**src/rtl/fetch_unit.sv**
```systemverilog
// Instruction fetch unit: PC register, single-outstanding memory request FSM,
// and a 2-entry in-order {inst, pc} buffer feeding the downstream decoder.
module fetch_unit #(
  parameter logic [31:0] RESET_PC = 32'h0000_0000
) (
  input  logic        clk,
  input  logic        reset,
  output logic        imem_req,
  output logic [31:0] imem_addr,
  input  logic        imem_ready,
  input  logic        imem_rvalid,
  input  logic [31:0] imem_rdata,
  input  logic        redirect,
  input  logic [31:0] redirect_pc,
  output logic        inst_valid,
  output logic [31:0] inst,
  output logic [31:0] inst_pc,
  input  logic        inst_ready
);

  typedef enum logic [1:0] {
    S_FETCH   = 2'd0,
    S_WAIT    = 2'd1,
    S_DISCARD = 2'd2
  } state_t;

  state_t      r_state;
  state_t      w_state_nxt;
  logic [31:0] r_pc;
  logic [31:0] w_pc_nxt;
  logic [31:0] r_req_addr;
  logic [31:0] r_buf_inst [2];
  logic [31:0] r_buf_pc   [2];
  logic [1:0]  r_count;
  logic [31:0] w_target;
  logic        w_hs;
  logic        w_push;
  logic        w_pop;

  // Outputs are forced to their reset values while reset is high, even on the
  // first reset cycle before the registers have been cleared.
  always_comb begin
    imem_req   = !reset && (r_state == S_FETCH) && (r_count != 2'd2);
    imem_addr  = reset ? RESET_PC : r_pc;
    inst_valid = !reset && (r_count != 2'd0);
    inst       = reset ? '0 : r_buf_inst[0];
    inst_pc    = reset ? '0 : r_buf_pc[0];
  end

  assign w_target = redirect_pc & 32'hFFFF_FFFC;
  assign w_hs     = imem_req & imem_ready;
  assign w_push   = (r_state == S_WAIT) && imem_rvalid && !redirect;
  assign w_pop    = inst_valid & inst_ready;

  always_comb begin
    w_state_nxt = r_state;
    w_pc_nxt    = r_pc;
    if (redirect) begin
      w_pc_nxt = w_target;
      case (r_state)
        S_FETCH: w_state_nxt = w_hs ? S_DISCARD : S_FETCH;
        S_WAIT,
        S_DISCARD: w_state_nxt = imem_rvalid ? S_FETCH : S_DISCARD;
        default: w_state_nxt = S_FETCH;
      endcase
    end else begin
      case (r_state)
        S_FETCH: begin
          if (w_hs) begin
            w_state_nxt = S_WAIT;
            w_pc_nxt    = r_pc + 32'd4;
          end
        end
        S_WAIT,
        S_DISCARD: begin
          if (imem_rvalid) w_state_nxt = S_FETCH;
        end
        default: w_state_nxt = S_FETCH;
      endcase
    end
  end

  always_ff @(posedge clk) begin
    if (reset) begin
      r_state       <= S_FETCH;
      r_pc          <= RESET_PC;
      r_req_addr    <= RESET_PC;
      r_count       <= '0;
      r_buf_inst[0] <= '0;
      r_buf_inst[1] <= '0;
      r_buf_pc[0]   <= '0;
      r_buf_pc[1]   <= '0;
    end else begin
      r_state <= w_state_nxt;
      r_pc    <= w_pc_nxt;
      if (w_hs) r_req_addr <= r_pc;
      if (redirect) begin
        r_count <= '0;
      end else begin
        // Head stays put when the buffer drains so inst/inst_pc hold their value.
        case ({w_push, w_pop})
          2'b10: begin
            r_buf_inst[r_count[0]] <= imem_rdata;
            r_buf_pc[r_count[0]]   <= r_req_addr;
            r_count                <= r_count + 2'd1;
          end
          2'b01: begin
            if (r_count == 2'd2) begin
              r_buf_inst[0] <= r_buf_inst[1];
              r_buf_pc[0]   <= r_buf_pc[1];
            end
            r_count <= r_count - 2'd1;
          end
          2'b11: begin
            if (r_count == 2'd2) begin
              r_buf_inst[0] <= r_buf_inst[1];
              r_buf_pc[0]   <= r_buf_pc[1];
              r_buf_inst[1] <= imem_rdata;
              r_buf_pc[1]   <= r_req_addr;
            end else begin
              r_buf_inst[0] <= imem_rdata;
              r_buf_pc[0]   <= r_req_addr;
            end
          end
          default: ;
        endcase
      end
    end
  end

endmodule

```
**config.mk**
```make
export PLATFORM = sky130hd
export DESIGN_NAME = fetch_unit
export DESIGN_NICKNAME = d
export VERILOG_FILES = /design/src/rtl/fetch_unit.sv
export SDC_FILE = /design/constraint.sdc
export NUM_CORES = 1
export LEC_CHECK = 0
export ABC_AREA = 1
export CELL_PAD_IN_SITES_DETAIL_PLACEMENT = 1
export CELL_PAD_IN_SITES_GLOBAL_PLACEMENT = 1
export CORE_UTILIZATION = 35
export CTS_CLUSTER_SIZE = 25
export DETAILED_ROUTE_END_ITERATION = 7
export GPL_ROUTABILITY_DRIVEN = 0
export GPL_TIMING_DRIVEN = 1
export PLACE_DENSITY_LB_ADDON = 0.08
export SLEW_MARGIN = 15
export SYNTH_ARGS = -nofsm -noshare
export SYNTH_HDL_FRONTEND = slang
export SYNTH_SLANG_ARGS = --single-unit
```
**constraint.sdc**
```tcl
create_clock -name clk -period 10.9 [get_ports clk]
set_input_delay 2.18 -clock clk [delete_from_list [all_inputs] [get_ports clk]]
set_output_delay 2.18 -clock clk [all_outputs]
set_load 0.05 [all_outputs]
```
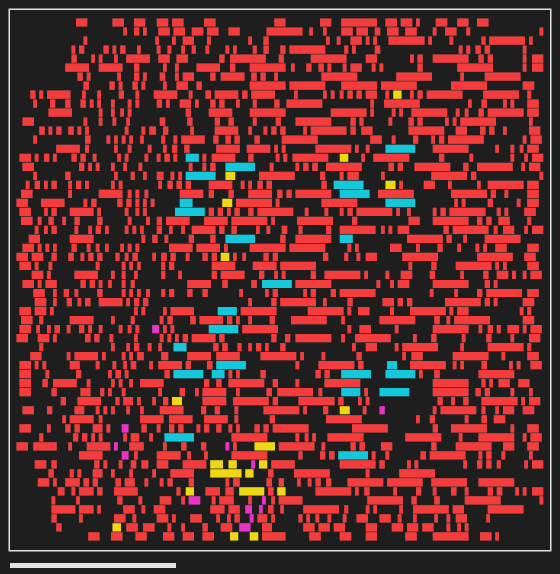
drive_strength.png
Bar = 50 um.
drive 3 to 4: in yellow, cells 20, most used buf_4. drive 6 and up: in cyan, cells 25, most used clkbuf_16. drive 1 or less: in red, cells 1,185, most used nor2_1. drive 2: in magenta, cells 13, most used inv_2.
Area Overhead vs Synth: 26.4%
Buffers excl. clock: 170
Final Worst Setup Slack: 4430 ps
design area: 11,500 um2

==> flow_summary.json <==
{
  "status": "finished, final reports clean",
  "tritoncts": "yes",
  "dieArea_um2": 26500,
  "drt_wl_total_um": 23400,
  "antenna_found_initial": 0,
  "grt_overflow": 0,
  "ctsResizeCount": 0,
  "ys_sh_mux_pct": 0,
  "synth.top_cell.area_share_pct": 41.1,
  "die_x_um": 163,
  "grt_pass1_wl_um": 38400,
  "tightest_slew_ps": 1050,
  "synth_async_sr_flop_share_pct": 0,
  "layout_top_cells": "nor2_1, inv_1, clkdlybuf4s50_1",
  "ys.flops": 188,
  "combGateArea_um2": 3010,
  "crit_type": "in -> out",
  "antennaDiodeCount": 0,
  "comb_share_pct": 26.2,
  "ys_seq_share_pct": 55.2,
  "maxSlewHeadroom_pct": 29.6,
  "n_clock_buffer": 17,
  "critPathCaptureType": "output pin",
  "flop_cell": "edfxtp_1",
  "worst-path-max-fanout": 63,
  "place_inst": 1541,
  "htreeDepth": 4,
  "ff_count": 188,
  "vias_per_cell": 4.67,
  "mostFrequentLayoutCell": "nor2_1",
  "yosysWarnings": 0,
  "fin_util_pct": 45.3,
  "xor_area_share_pct": 0.870,
  "finalSetupTns_ps": 0,
  "fp_util_pct": 35.9,
  "seq_share_pct": 43.7,
  "drtIter0Drc": 454,
  "rsz0062_at_grt": "false",
  "drt_first_pass_iters": 4,
  "yosys_area_um2": 9060,
  "largest_class": "sequential cells",
  "clock-sinks": 188,
  "path_clk_slew_ps": 70,
  "cts_buffers": 17,
  "tapCellCount": 330,
  "die.size.y_um": 163,
  "cp.required_ps": 8720,
  "min_period_over_period_pct": 59.4,
  "synth-edff-count": 124,
  "post_cts_buffers": 0,
  "clock_area_share_pct": 5.06,
  "fin_cells": 1573,
  "buf_share_pct": 14.6,
  "fmax_mhz": 155,
  "insertion_delay_ps": 430,
  "topCellsByArea": "edfxtp_1, dfxtp_1, nor2_1",
  "io-pin-count": 168,
  "powerDensity_nw_per_um2": 140,
  "ctsLongestPathBuffers": 2,
  "num_rows": 58,
  "vias": 7350,
  "synthAdderAreaFrac_pct": 0.967,
  "nets": 1307,
  "cap_violations": 0,
  "netlist_instances": 1099,
  "grt_usage_pct": 18.4,
  "hold_buffers": 0,
  "yosysCellCount": 1099,
  "place_hpwl_um": 15800,
  "warning_count": 32,
  "hold_class": "reg -> reg",
  "skew_ps": 15.0,
  "grt_max_degree": 68,
  "setup_viol": 0,
  "start_kind": "input pin",
  "regArea_um2": 5000,
  "drcViolationCount": 0,
  "cellLeakagePower_uw": 0.00437,
  "grt_pass1_vias": 7415,
  "logic_family": "simple AND/OR/NAND/NOR gates",
  "fin_crit_ps": 6470,
  "logic_gate_count": 647,
  "routedWlPerCell_um": 14.9
}
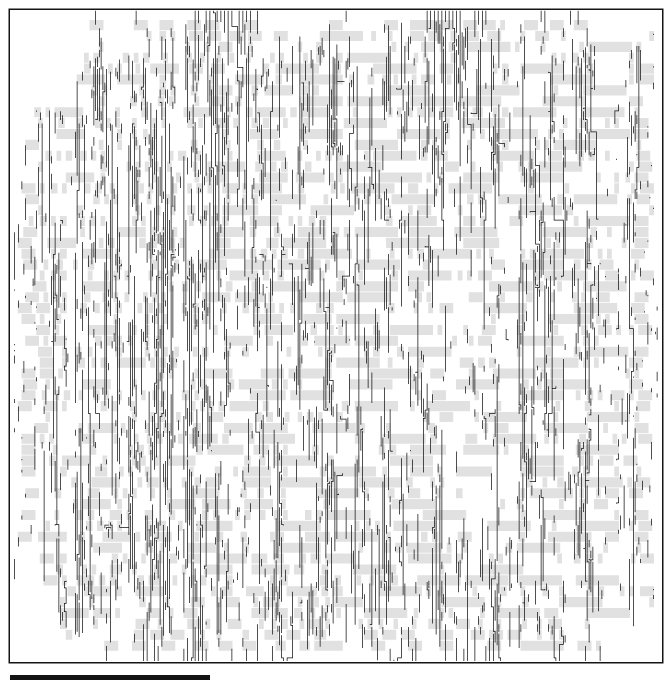
met2.png
Bar = 50 um. Cells faint in the background.
The layer holds 48% of the routed length. 1,022 nets have wire on it. The layer carries 11,300 um of wire. The wires run mostly vertical.

## Yosys cell counts (2+ instances only)
cell and instances:
dfxtp_1 64, o21ai_0 72, nand3_1 131, nor2_1 201
o21ai_1 53, nand4_1 2, clkbuf_1 24, inv_1 199
edfxtp_1 124, inv_2 6, a31oi_1 3, nor2_2 4
buf_6 6, buf_2 22, nand2_1 118, ha_1 7
buf_1 4, xor2_1 8, buf_4 4, a21oi_1 33
## per-layer routing
| layer | GRT usage [%] | up-vias | routed length (um) |
|---|---|---|---|
| met1 | 24.4 | 3438 | 11200 |
| met3 | 2.55 | 15 | 749 |
| met4 | 4.76 | 0 | 215 |
| met2 | 31.3 | 132 | 11300 |
| met5 | 0 | - | 0 |
| li1 | - | 3765 | - |
## stage by stage
stage,setup WS (ps),power [uW],hold WS (ps),cell area [um2]
after detailed placement,4350,1010,474,10900
after floorplan,1980,935,453,9070
final,4430,1600,484,11500
after global routing,4270,1670,519,11500
after CTS,4350,1620,491,11500
after global placement,4380,1010,467,10900
## power breakdown
group	internal (uW)	switching [uW]
Clock	306	304
Combinational	62.9	128
Sequential	786	15.3
## registers in the layout (all words and copies together), names as in the netlist
| register | cells |
|---|---|
| r_buf_inst | 64 |
| r_buf_pc | 60 |
| r_count | 2 |
| r_pc | 30 |
| r_req_addr | 30 |
| r_state | 2 |
## final timing paths
| kind | start | endpoint | slack, ps | cells past startpoint |
|---|---|---|---|---|
| min reg2reg | r_req_addr[21] | r_req_addr[21] | 480 | 2 |
| max | reset | imem_addr[8] | 4430 | 4 |
| min | r_req_addr[21] | r_req_addr[21] | 480 | 2 |
| max reg2reg | r_state[1] | r_buf_inst[0][10] | 7510 | 10 |
## critical path, cell delays in order
cell and delay, ps:
buf_4 520, buf_4 660, nor2_1 140, clkdlybuf4s50_1 750
Power and IR drop assume default switching activity.
